### src/rtl/data_select_stage.sv
//==============================================================================
// Module  : data_select_stage
// Brief   : RV32 operand-select stage: regfile read, MEM/WB forwarding,
//           data-hazard and fence.i stall detection. Purely combinational.
// Revision: 1.0 - initial release
//==============================================================================
`default_nettype none

module data_select_stage (
    input  logic          clk,
    input  logic          reset,
    input  logic [1023:0] regfile,
    input  logic          ds_valid,
    input  logic [31:0]   ds_pc,
    input  logic [31:0]   ds_inst,
    input  logic [63:0]   ds_inst_id,
    input  logic [4:0]    ds_rs1_addr,
    input  logic [4:0]    ds_rs2_addr,
    input  logic [1:0]    ds_op1_sel,
    input  logic [1:0]    ds_op2_sel,
    input  logic [31:0]   ds_imm,
    input  logic          ds_is_store,
    input  logic          ds_is_branch,
    output logic          ds_exe_valid,
    output logic [31:0]   ds_exe_pc,
    output logic [31:0]   ds_exe_inst,
    output logic [63:0]   ds_exe_inst_id,
    output logic [4:0]    ds_exe_rs1_addr,
    output logic [4:0]    ds_exe_rs2_addr,
    output logic [1:0]    ds_exe_op1_sel,
    output logic [1:0]    ds_exe_op2_sel,
    output logic [31:0]   ds_exe_imm,
    output logic          ds_exe_is_store,
    output logic          ds_exe_is_branch,
    output logic [31:0]   ds_exe_op1_data,
    output logic [31:0]   ds_exe_op2_data,
    output logic [31:0]   ds_exe_rs2_data,
    output logic          dh_stall_flg,
    input  logic          dh_exe_fw_valid,
    input  logic          dh_exe_fw_can_forward,
    input  logic [4:0]    dh_exe_fw_addr,
    input  logic [31:0]   dh_exe_fw_wdata,
    input  logic          dh_mem_fw_valid,
    input  logic          dh_mem_fw_can_forward,
    input  logic [4:0]    dh_mem_fw_addr,
    input  logic [31:0]   dh_mem_fw_wdata,
    input  logic          dh_wb_fw_valid,
    input  logic          dh_wb_fw_can_forward,
    input  logic [4:0]    dh_wb_fw_addr,
    input  logic [31:0]   dh_wb_fw_wdata,
    output logic          zifencei_stall_flg,
    input  logic          zifencei_mem_wen
);

    localparam logic [1:0] c_OP1_X   = 2'd0;
    localparam logic [1:0] c_OP1_RS1 = 2'd1;
    localparam logic [1:0] c_OP1_PC  = 2'd2;
    localparam logic [1:0] c_OP1_IMZ = 2'd3;
    localparam logic [1:0] c_OP2_X   = 2'd0;
    localparam logic [1:0] c_OP2_RS2 = 2'd1;
    localparam logic [1:0] c_OP2_IMM = 2'd2;

    logic [1:0][4:0]  w_rs;
    logic [1:0][31:0] w_val;
    logic [1:0]       w_haz;
    logic             w_rs1_used;
    logic             w_rs2_used;
    logic             w_dh_hazard;
    logic             w_is_fencei;
    logic             w_unused;

    // EXE results are never ready in time; MEM forwards unless it holds a load.
    always_comb begin
        w_rs[0] = ds_rs1_addr;
        w_rs[1] = ds_rs2_addr;
        for (int i = 0; i < 2; i++) begin
            w_val[i] = regfile[{w_rs[i], 5'd0} +: 32];
            w_haz[i] = 1'b0;
            if (w_rs[i] == 5'd0) begin
                w_val[i] = 32'd0;
            end else if (dh_exe_fw_valid && (dh_exe_fw_addr == w_rs[i])) begin
                w_haz[i] = 1'b1;
            end else if (dh_mem_fw_valid && (dh_mem_fw_addr == w_rs[i])) begin
                if (dh_mem_fw_can_forward) begin
                    w_val[i] = dh_mem_fw_wdata;
                end else begin
                    w_haz[i] = 1'b1;
                end
            end else if (dh_wb_fw_valid && (dh_wb_fw_addr == w_rs[i])) begin
                w_val[i] = dh_wb_fw_wdata;
            end
        end
    end

    assign w_rs1_used  = (ds_op1_sel == c_OP1_RS1);
    assign w_rs2_used  = (ds_op2_sel == c_OP2_RS2) || ds_is_store || ds_is_branch;
    assign w_dh_hazard = (w_haz[0] && w_rs1_used) || (w_haz[1] && w_rs2_used);
    assign w_is_fencei = (ds_inst[6:0] == 7'b0001111) && (ds_inst[14:12] == 3'b001);

    assign dh_stall_flg       = ds_valid && !reset && w_dh_hazard;
    assign zifencei_stall_flg = ds_valid && !reset && w_is_fencei && zifencei_mem_wen;
    assign ds_exe_valid       = ds_valid && !reset && !w_dh_hazard
                                && !(w_is_fencei && zifencei_mem_wen);

    always_comb begin
        ds_exe_op1_data = 32'd0;
        case (ds_op1_sel)
            c_OP1_RS1: ds_exe_op1_data = w_val[0];
            c_OP1_PC:  ds_exe_op1_data = ds_pc;
            c_OP1_IMZ: ds_exe_op1_data = {27'd0, ds_inst[19:15]};
            default:   ds_exe_op1_data = 32'd0;
        endcase
    end

    always_comb begin
        ds_exe_op2_data = 32'd0;
        case (ds_op2_sel)
            c_OP2_RS2: ds_exe_op2_data = w_val[1];
            c_OP2_IMM: ds_exe_op2_data = ds_imm;
            c_OP2_X:   ds_exe_op2_data = 32'd0;
            default:   ds_exe_op2_data = 32'd0;
        endcase
    end

    assign ds_exe_rs2_data  = w_val[1];
    assign ds_exe_pc        = ds_pc;
    assign ds_exe_inst      = ds_inst;
    assign ds_exe_inst_id   = ds_inst_id;
    assign ds_exe_rs1_addr  = ds_rs1_addr;
    assign ds_exe_rs2_addr  = ds_rs2_addr;
    assign ds_exe_op1_sel   = ds_op1_sel;
    assign ds_exe_op2_sel   = ds_op2_sel;
    assign ds_exe_imm       = ds_imm;
    assign ds_exe_is_store  = ds_is_store;
    assign ds_exe_is_branch = ds_is_branch;

    // Carried for interface uniformity across stages; not needed here.
    assign w_unused = ^{clk, dh_exe_fw_can_forward, dh_exe_fw_wdata, dh_wb_fw_can_forward};

endmodule

`default_nettype wire

### config.mk
export PLATFORM = sky130hd
export DESIGN_NAME = data_select_stage
export DESIGN_NICKNAME = d
export VERILOG_FILES = /design/src/rtl/data_select_stage.sv
export SDC_FILE = /design/constraint.sdc
export NUM_CORES = 1
export LEC_CHECK = 0
export CELL_PAD_IN_SITES_DETAIL_PLACEMENT = 0
export CELL_PAD_IN_SITES_GLOBAL_PLACEMENT = 1
export CORE_AREA = 4 4 614 616
export DETAILED_ROUTE_END_ITERATION = 10
export DIE_AREA = 0 0 618 620
export PLACE_DENSITY_LB_ADDON = 0.3
export SLEW_MARGIN = 10
export SYNTH_ARGS = -nofsm -noshare
export SYNTH_HDL_FRONTEND = slang
export SYNTH_SLANG_ARGS = --single-unit
### constraint.sdc
create_clock -name vclk -period 2.1
set_input_delay 0.21 -clock vclk [all_inputs]
set_output_delay 0.21 -clock vclk [all_outputs]
set_load 0.03 [all_outputs]
cell_classes.png
Drawn at 1 px/µm.
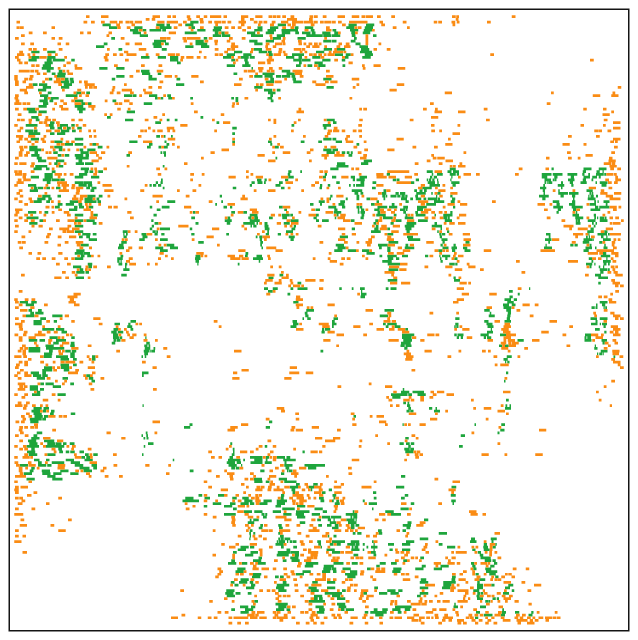
[green] all other logic | cells: 1,789 | share of their area: 47%
[orange] other buffers and delay cells | cells: 2,434 | share of their area: 53%
Row Count: 224
final core utilization: 14.9%

pins.png
Pins as bars across the die edge, other pins in gray.
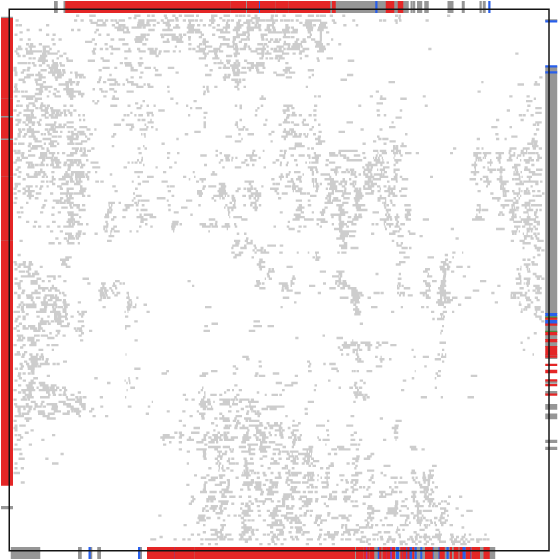
[red] `regfile` | pins: 1,024 | direction: input | edge: 385 left, 315 top, 304 bottom, 20 right
[blue] `ds_inst` | pins: 32 | direction: input | edge: 19 bottom, 7 right, 6 top
[green] `ds_op1_sel` | pins: 2 | direction: input | edge: right
[purple] `ds_exe_rs2_addr` | pins: 5 | direction: output | edge: bottom
all pins by edge: 476 bottom, 452 top, 397 left, 271 right
vertical die size: 620 µm
Die Width: 618 µm
number of port buffers: 1,399

final_congestion.png
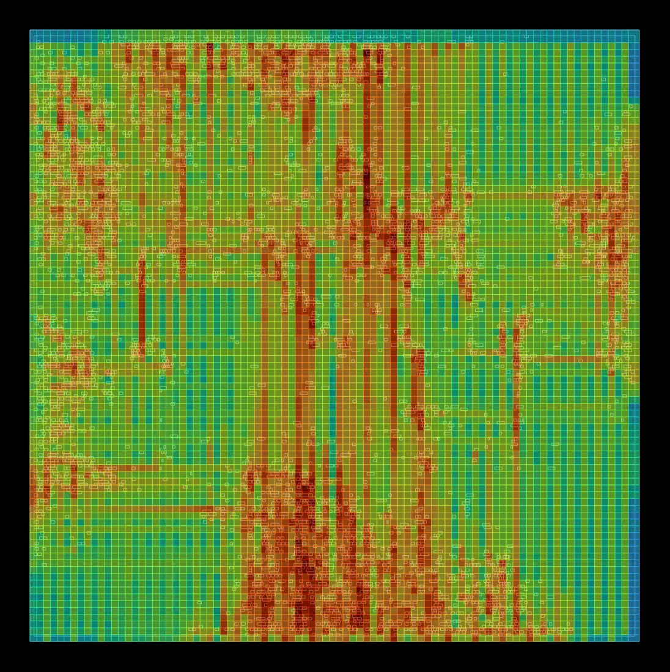
GR Layer Usage met3: 4.27%
Total GRT Usage: 20.1%
global-route track usage on met2: 36.6%

zoom.png
Region (296, 174) to (321, 199) µm. Cells in gray, sequential cells in the stronger gray; small squares are vias.
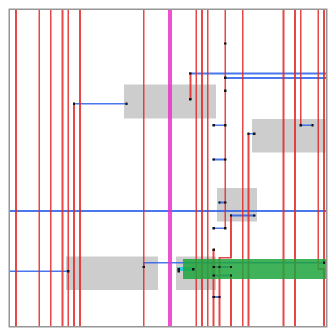
[green] met5
[blue] met1
[cyan] met3
[magenta] met4
[red] met2
cells with their middle in the window: 5
most frequent: dlygate4sd2_1 (2), buf_12 (2), buf_16 (1)
sequential cells in the window: 0

==> flow_metrics.env <==
# implementation run metrics
export IMPL_syn_avg_cell_area_um2=9.72
export IMPL_detailroute_wirelength_met3_um=25200
export IMPL_timing_max_transition_violations_final=0
export IMPL_crit_path_capture_type="primary output"
export IMPL_total_power_mw=16.6
export IMPL_run_status="complete, but fails checks"
export IMPL_highest_signal_layer="met5"
export IMPL_grt_overflow=0
export IMPL_maxCapViolCount=0
export IMPL_worstHoldPathCells=0
export IMPL_gpl_final_weighted_congestion=0.893
export IMPL_worstSetupStartpointType="primary input"
export IMPL_n_clock_buffer=0
export IMPL_cpMostUsedCell="sky130_fd_sc_hd__buf_12"
export IMPL_setup_total_negative_slack_ns=-88.79
export IMPL_initialDrtViolationCount=2234
export IMPL_path_buffers=5
export IMPL_timing_final_crit_period_ns=3.21
export IMPL_drt_met1_wl_um=158000
export IMPL_clock_power_mw=0.00000632
export IMPL_dominant_power_group="combinational cells"
export IMPL_top_non_seq_family="multiplexers"
export IMPL_cts_repair_timing_setup_buffer_count=88
export IMPL_complex_gate_fraction_of_the_synthesized_area_pct=19.4
export IMPL_pwr_group_combinational_mw=16.6
export IMPL_ant_nets=0
export IMPL_mostFrequentLayoutCell="sky130_fd_sc_hd__clkdlybuf4s50_1"
export IMPL_finalSetupViolCount=98
export IMPL_floorplan_die_area_um2=383000
export IMPL_numPlacedInstances=9020
export IMPL_leakage_power_nw=19.4
export IMPL_layout_top_cells="sky130_fd_sc_hd__clkdlybuf4s50_1 (1,200), sky130_fd_sc_hd__buf_4 (748), sky130_fd_sc_hd__mux4_2 (387)"
export IMPL_num_vias=32800
export IMPL_timing_final_ws_setup_ns=-1.11
export IMPL_worst_slew_pin_slew_ns=0.695
export IMPL_synthDistinctLibCells=55
export IMPL_top_level_ports=1596
export IMPL_wp_data_arrival_ns=3.00
export IMPL_peakVddDrop_mv=0.0984
export IMPL_detailedPlacementHpwl_um=369000
export IMPL_initial_antenna_violation_count=317
export IMPL_timing_critical_path_required_ns=1.89
export IMPL_ys_top_cells_by_count="sky130_fd_sc_hd__mux4_2 (387), sky130_fd_sc_hd__mux2i_1 (318), sky130_fd_sc_hd__nand2_1 (191), sky130_fd_sc_hd__buf_4 (188), sky130_fd_sc_hd__a21oi_1 (123)"
export IMPL_seq_area_frac_synth_pct=0
export IMPL_fillerInstances=41800
export IMPL_netlist_area_leader_share_pct=39.9
export IMPL_route_detailed_drc=0
export IMPL_violations="setup timing"
export IMPL_pwr_density_cell_nw_per_um2=299
export IMPL_grt_first_pass_wirelength_um=479000
export IMPL_route_detailed_vias_per_inst=3.53
export IMPL_synth_nets=3568
export IMPL_seq_power_mw=0
export IMPL_netlist_instances=2245
export IMPL_sw_frac_of_total_pct=52.0
export IMPL_power_share_clock_pct=0
export IMPL_timing_setup_critical_path_class="in2out"
export IMPL_synth_largest_area_cell="sky130_fd_sc_hd__mux4_2"
export IMPL_ys_warnings_count=0
## layout make-up
| type | count | share of cell area (%) |
|---|---|---|
| Multi-Input combinational cell | 1784 | 41.1 |
| Timing Repair Buffer | 2434 | 47.2 |
| Inverter | 5 | 0.0339 |
| Antenna cell | 94 | 0.424 |
| Tap cell | 4972 | 11.2 |
## worst max path at each step
stage	slack, ns	from	cells after the start	to
global route	-1.14	ds_rs1_addr[0]	9	ds_exe_op1_data[0]
finish	-1.11	ds_rs1_addr[0]	9	ds_exe_op1_data[0]
floorplan	-0.07	ds_rs2_addr[0]	8	ds_exe_op2_data[13]
CTS	-1.29	ds_rs1_addr[0]	9	ds_exe_op1_data[0]
detailed placement	-2.41	ds_rs1_addr[1]	10	ds_exe_op1_data[0]
global placement	-2.45	ds_rs1_addr[1]	10	ds_exe_op1_data[0]
